cell_classes.png
(6 px per µm)
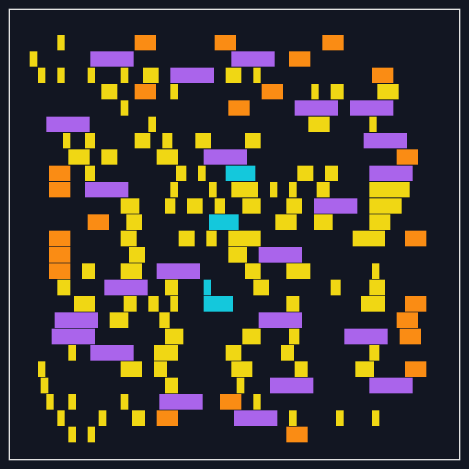
wire_density.png
(4 px per µm) The die is cut into 15 by 15 equal tiles; white is low, dark blue is high, scaled to the fullest tile. Values are wire area over tile area, all layers added.
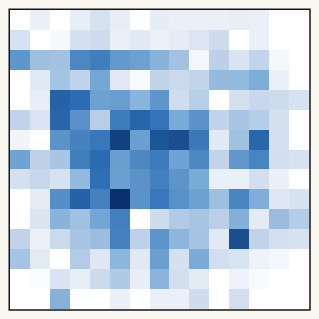
drive_strength.png
(4 px per µm)
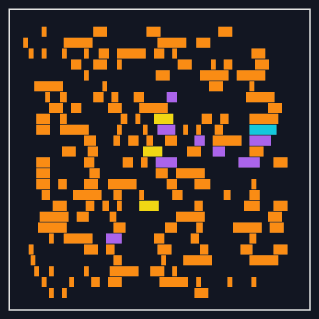
met3.png
(4 px per µm)
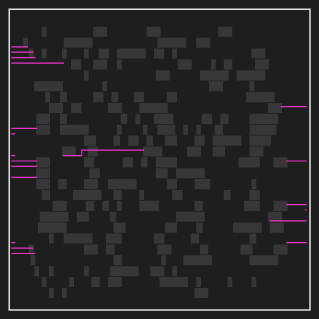
===== config.mk =====
export PLATFORM = sky130hd
export DESIGN_NAME = int_ctrl
export DESIGN_NICKNAME = d
export VERILOG_FILES = /design/src/rtl/int_ctrl_pkg.sv /design/src/rtl/int_prio_enc.sv /design/src/rtl/int_ctrl.sv
export SDC_FILE = /design/constraint.sdc
export NUM_CORES = 1
export LEC_CHECK = 0
export CELL_PAD_IN_SITES_DETAIL_PLACEMENT = 2
export CELL_PAD_IN_SITES_GLOBAL_PLACEMENT = 2
export CORE_MARGIN = 2
export CORE_UTILIZATION = 25
export CTS_CLUSTER_DIAMETER = 60
export DETAILED_ROUTE_END_ITERATION = 7
export HOLD_SLACK_MARGIN = 0.12
export PLACE_DENSITY_LB_ADDON = 0.1
export SYNTH_ARGS = -nofsm -noshare
export SYNTH_HDL_FRONTEND = slang
export SYNTH_HIERARCHICAL = 1
export SYNTH_SLANG_ARGS = --single-unit
export TNS_END_PERCENT = 5

===== constraint.sdc =====
create_clock -name clk -period 5.2 [get_ports clk]
set_input_delay 1.04 -clock clk [delete_from_list [all_inputs] [get_ports clk]]
set_output_delay 1.04 -clock clk [all_outputs]
set_load 0.005 [all_outputs]

===== src/rtl/int_ctrl_pkg.sv =====
// Shared types and constants for the interrupt controller.
package int_ctrl_pkg;

    localparam int unsigned NUM_IRQ_DEF = 3;
    localparam int unsigned ID_W        = 2;
    localparam int unsigned CFG_AW      = 2;
    localparam int unsigned CFG_DW      = 8;
    localparam int unsigned VEC_W       = 16;

    localparam logic [CFG_AW-1:0] ADDR_CTRL    = 2'd0;
    localparam logic [CFG_AW-1:0] ADDR_ENABLE  = 2'd1;
    localparam logic [CFG_AW-1:0] ADDR_MODE    = 2'd2;
    localparam logic [CFG_AW-1:0] ADDR_PENDING = 2'd3;

    typedef enum logic [1:0] {
        ST_IDLE    = 2'd0,
        ST_REQ     = 2'd1,
        ST_SERVICE = 2'd2
    } state_t;

endpackage


===== src/rtl/int_prio_enc.sv =====
// Fixed-priority encoder: lowest set bit of the eligible vector wins.
module int_prio_enc
    import int_ctrl_pkg::*;
#(
    parameter int unsigned N = NUM_IRQ_DEF
) (
    input  logic [N-1:0]    eligible,
    output logic            valid_c,
    output logic [ID_W-1:0] idx_c
);

    always_comb begin
        valid_c = 1'b0;
        idx_c   = '0;
        for (int i = int'(N) - 1; i >= 0; i--) begin
            if (eligible[i]) begin
                valid_c = 1'b1;
                idx_c   = ID_W'(i);
            end
        end
    end

endmodule


===== src/rtl/int_ctrl.sv =====
// Vectored interrupt controller: edge/level sources, fixed priority, no nesting.
module int_ctrl
    import int_ctrl_pkg::*;
#(
    parameter int unsigned        NUM_IRQ    = NUM_IRQ_DEF,
    parameter logic [VEC_W-1:0]   VEC_BASE   = 16'h0008,
    parameter int unsigned        VEC_STRIDE = 4
) (
    input  logic               clk,
    input  logic               rst,
    input  logic [NUM_IRQ-1:0] irq_in,
    input  logic [CFG_AW-1:0]  cfg_addr,
    input  logic [CFG_DW-1:0]  cfg_wdata,
    input  logic               cfg_we,
    input  logic               cfg_re,
    output logic [CFG_DW-1:0]  cfg_rdata,
    output logic               int_req,
    output logic [ID_W-1:0]    int_id,
    output logic [VEC_W-1:0]   int_vector,
    input  logic               int_ack,
    input  logic               int_done,
    output logic               in_service
);

    state_t               state_q, state_d;
    logic [NUM_IRQ-1:0]   irq_q, pend_q, pend_d;
    logic [NUM_IRQ-1:0]   enable_q, mode_q;
    logic                 gie_q;
    logic [ID_W-1:0]      id_q, id_d;
    logic                 req_q, req_d, svc_q, svc_d;
    logic [VEC_W-1:0]     vec_q, vec_d;
    logic [CFG_DW-1:0]    rdata_q, rdata_d;

    logic [NUM_IRQ-1:0]   rise_c, pending_c, eligible_c, id_onehot_c, cfg_clr_c, ack_mask_c;
    logic                 win_valid_c, ack_clr_c;
    logic [ID_W-1:0]      win_idx_c;
    logic                 unused_wdata;

    assign unused_wdata = &{1'b0, cfg_wdata[CFG_DW-1:NUM_IRQ]};

    // Edge bits live in pend_q; level bits read straight from the synchronised input.
    assign rise_c      = irq_in & ~irq_q;
    assign pending_c   = (pend_q & mode_q) | (irq_q & ~mode_q);
    assign eligible_c  = gie_q ? (pending_c & enable_q) : '0;
    assign id_onehot_c = NUM_IRQ'(1) << id_q;
    assign cfg_clr_c   = (cfg_we && cfg_addr == ADDR_PENDING) ?
                         (cfg_wdata[NUM_IRQ-1:0] & mode_q) : '0;

    int_prio_enc #(.N(NUM_IRQ)) u_prio_enc (
        .eligible (eligible_c),
        .valid_c  (win_valid_c),
        .idx_c    (win_idx_c)
    );

    // Next-state, latched id and registered output values.
    always_comb begin
        state_d   = state_q;
        id_d      = id_q;
        ack_clr_c = 1'b0;
        case (state_q)
            ST_IDLE: begin
                if (win_valid_c) begin
                    state_d = ST_REQ;
                    id_d    = win_idx_c;
                end
            end
            ST_REQ: begin
                if (int_ack) begin
                    state_d   = ST_SERVICE;
                    ack_clr_c = 1'b1;
                end else if ((eligible_c & id_onehot_c) == '0) begin
                    state_d = ST_IDLE;
                end
            end
            ST_SERVICE: begin
                if (int_done) begin
                    state_d = ST_IDLE;
                end
            end
            default: state_d = ST_IDLE;
        endcase
        req_d = (state_d == ST_REQ);
        svc_d = (state_d == ST_SERVICE);
        vec_d = VEC_BASE + VEC_W'(id_d) * VEC_W'(VEC_STRIDE);
    end

    // A same-cycle edge beats the ack clear; a software clear beats the edge.
    always_comb begin
        ack_mask_c = ack_clr_c ? id_onehot_c : '0;
        pend_d     = ((pend_q & ~ack_mask_c) | rise_c) & ~cfg_clr_c & mode_q;
    end

    always_comb begin
        rdata_d = '0;
        case (cfg_addr)
            ADDR_CTRL:    rdata_d = CFG_DW'(gie_q);
            ADDR_ENABLE:  rdata_d = CFG_DW'(enable_q);
            ADDR_MODE:    rdata_d = CFG_DW'(mode_q);
            ADDR_PENDING: rdata_d = CFG_DW'(pending_c);
            default:      rdata_d = '0;
        endcase
    end

    always_ff @(posedge clk) begin
        if (rst) begin
            state_q  <= ST_IDLE;
            irq_q    <= '0;
            pend_q   <= '0;
            gie_q    <= 1'b0;
            enable_q <= '0;
            mode_q   <= '0;
            id_q     <= '0;
            req_q    <= 1'b0;
            svc_q    <= 1'b0;
            vec_q    <= VEC_BASE;
            rdata_q  <= '0;
        end else begin
            state_q <= state_d;
            irq_q   <= irq_in;
            pend_q  <= pend_d;
            id_q    <= id_d;
            req_q   <= req_d;
            svc_q   <= svc_d;
            vec_q   <= vec_d;
            if (cfg_re) begin
                rdata_q <= rdata_d;
            end
            if (cfg_we) begin
                case (cfg_addr)
                    ADDR_CTRL:   gie_q    <= cfg_wdata[0];
                    ADDR_ENABLE: enable_q <= cfg_wdata[NUM_IRQ-1:0];
                    ADDR_MODE:   mode_q   <= cfg_wdata[NUM_IRQ-1:0];
                    default:     ;
                endcase
            end
        end
    end

    assign int_req    = req_q;
    assign int_id     = id_q;
    assign int_vector = vec_q;
    assign in_service = svc_q;
    assign cfg_rdata  = rdata_q;

endmodule


==> run_results.csv <==
group,metric,value,unit
routing,drt_wl_total,3190,µm
setup_path,crit_buf_inv,1,
synthesis,synth_cell_types,38,
layout,stdcell_count,221,
die,chip_area,5600,µm²
clocking,cts-resized-gates,0,
timing,setup-violations-final,0,
global_routing,grt_use_total,0.122,
layout,comb_area,677,µm²
placed_design,place_inst,217,
layout,flop_area,460,µm²
global_routing,grt_first_pass_wirelength,5120,µm
outcome,status,"finished, final reports clean",
synthesis,ys_cells,134,
routing,first_pass_iters,4,
layout,utilization,0.315,
routing,wl_per_cell,14.4,µm
placed_design,hpwl,2490,µm
job,cap_violations,0,
timing,holdWs,0.494,ns
timing,maxSlewViolCount,0,
global_routing,antenna_found_initial,0,
power_and_ir_drop,seqPwrFrac,0.543,
power_and_ir_drop,swShare,0.249,
layout,finalNetCount,174,
routing,postRouteAntennaNets,0,
timing,setup_slack,2.81,ns
setup_path,critical_path_depth,1,
die,fp.dieW,74.8,µm
setup_path,cpPeakStageDelay,0.57,ns
power_and_ir_drop,pwr-share-clk,0.338,
die,row_count,25,
synthesis,syn_area,1250,µm²
setup_path,critPathLaunchType,"register",
placed_design,io_buffers,23,
setup_path,cp_data_arrival_time,1.35,ns
power_and_ir_drop,p_int,0.255,mW
timing,finalHoldViolations,0,
setup_path,timing.rr.end,"int_vector[3]",
die,fp_util,0.262,
clocking,root_buffer,"clkbuf_8",
power_and_ir_drop,p_comb_frac,0.119,
layout,n_fill_cell,542,
-- cell_classes.png (at the start) --
Cyan stands for clock drivers and dummy loads, cells 4, share of their area 3.2%. Yellow stands for all other logic, cells 104, share of their area 48%. Purple stands for flops, cells 23, share of their area 32%. Orange stands for other buffers and delay cells, cells 23, share of their area 16%.

-- wire_density.png (at the start) --
The densest ninth of the die: centre. 25% of the tiles are over half the peak. 16% of the tiles are nearly empty. The fullest tile reaches 0.29.

-- drive_strength.png (at the start) --
Purple stands for drive 2, cells 8, share 5.2%. Cyan stands for drive 3 to 4, cells 1, share 0.65%, most used nor3b_4. Orange stands for drive 1 or less, cells 142, share 92%. Yellow stands for drive 6 and up, cells 3, share 1.9%, most used clkbuf_8.

-- met3.png (at the start) --
The longest straight run is 15.4 µm. 19 nets have wire on it. The wires run mostly horizontal. The layer carries 117 µm of wire. The layer holds 3.7% of the routed length.

[state kept, by name (all words and copies together), names as in the netlist]
register,cells
cfg_rdata,3
enable_q,3
gie_q,1
in_service,1
int_id,2
int_req,1
int_vector,1
irq_q,3
mode_q,3
pend_q,3
state_q,2
[layout make-up]
class / instances / area share
multi-input cells: 101 / 0.449
inverters: 3 / 0.00747
well taps: 67 / 0.0556
flip-flops and latches: 23 / 0.305
clock buffers: 4 / 0.0299
repair buffers: 23 / 0.153
[layout by cell type, fill, tap and decap left out, types with 2 or more instances in the layout]
cell and count:
dfxtp_1 23, clkdlybuf4s50_1 23, conb_1 18, nor2_1 10
mux2i_1 9, nand2b_1 6, nand3b_1 5, a21oi_1 5
nand2_1 4, o21ai_0 4, nor2b_1 4, nand3_1 3
a211oi_1 3, inv_1 3, a221oi_1 3, clkbuf_8 3
and3_2 2, a21o_1 2, a32oi_1 2, o21a_1 2
a2111oi_2 2, nor3b_1 2
[per-layer routing]
layer	up-vias	GRT usage
met2	19	0.203
met3	2	0.0201
met1	477	0.164
met5	-	0
met4	0	0.0357
li1	477	-
[cells by family (layout without fill, tap and decap cells)]
group,count (synthesis),count (layout),synth area share
mux,11,11,0.0898
simple gates,47,47,0.241
flops,23,23,0.367
compound gates,25,25,0.156
other cells,1,18,0.00299
buf+inv,27,30,0.144
[Yosys cell counts, types with 4 or more instances]
| cell type | count | area [µm²] |
|---|---|---|
| a21oi_1 | 5 | 25.0 |
| buf_4 | 20 | 150 |
| dfxtp_1 | 23 | 460 |
| mux2i_1 | 9 | 90.1 |
| nand2_1 | 4 | 15.0 |
| nand2b_1 | 6 | 37.5 |
| nand3b_1 | 5 | 37.5 |
| nor2_1 | 10 | 37.5 |
| nor2b_1 | 4 | 25.0 |
| o21ai_0 | 4 | 20.0 |
Power and IR drop assume default switching activity.
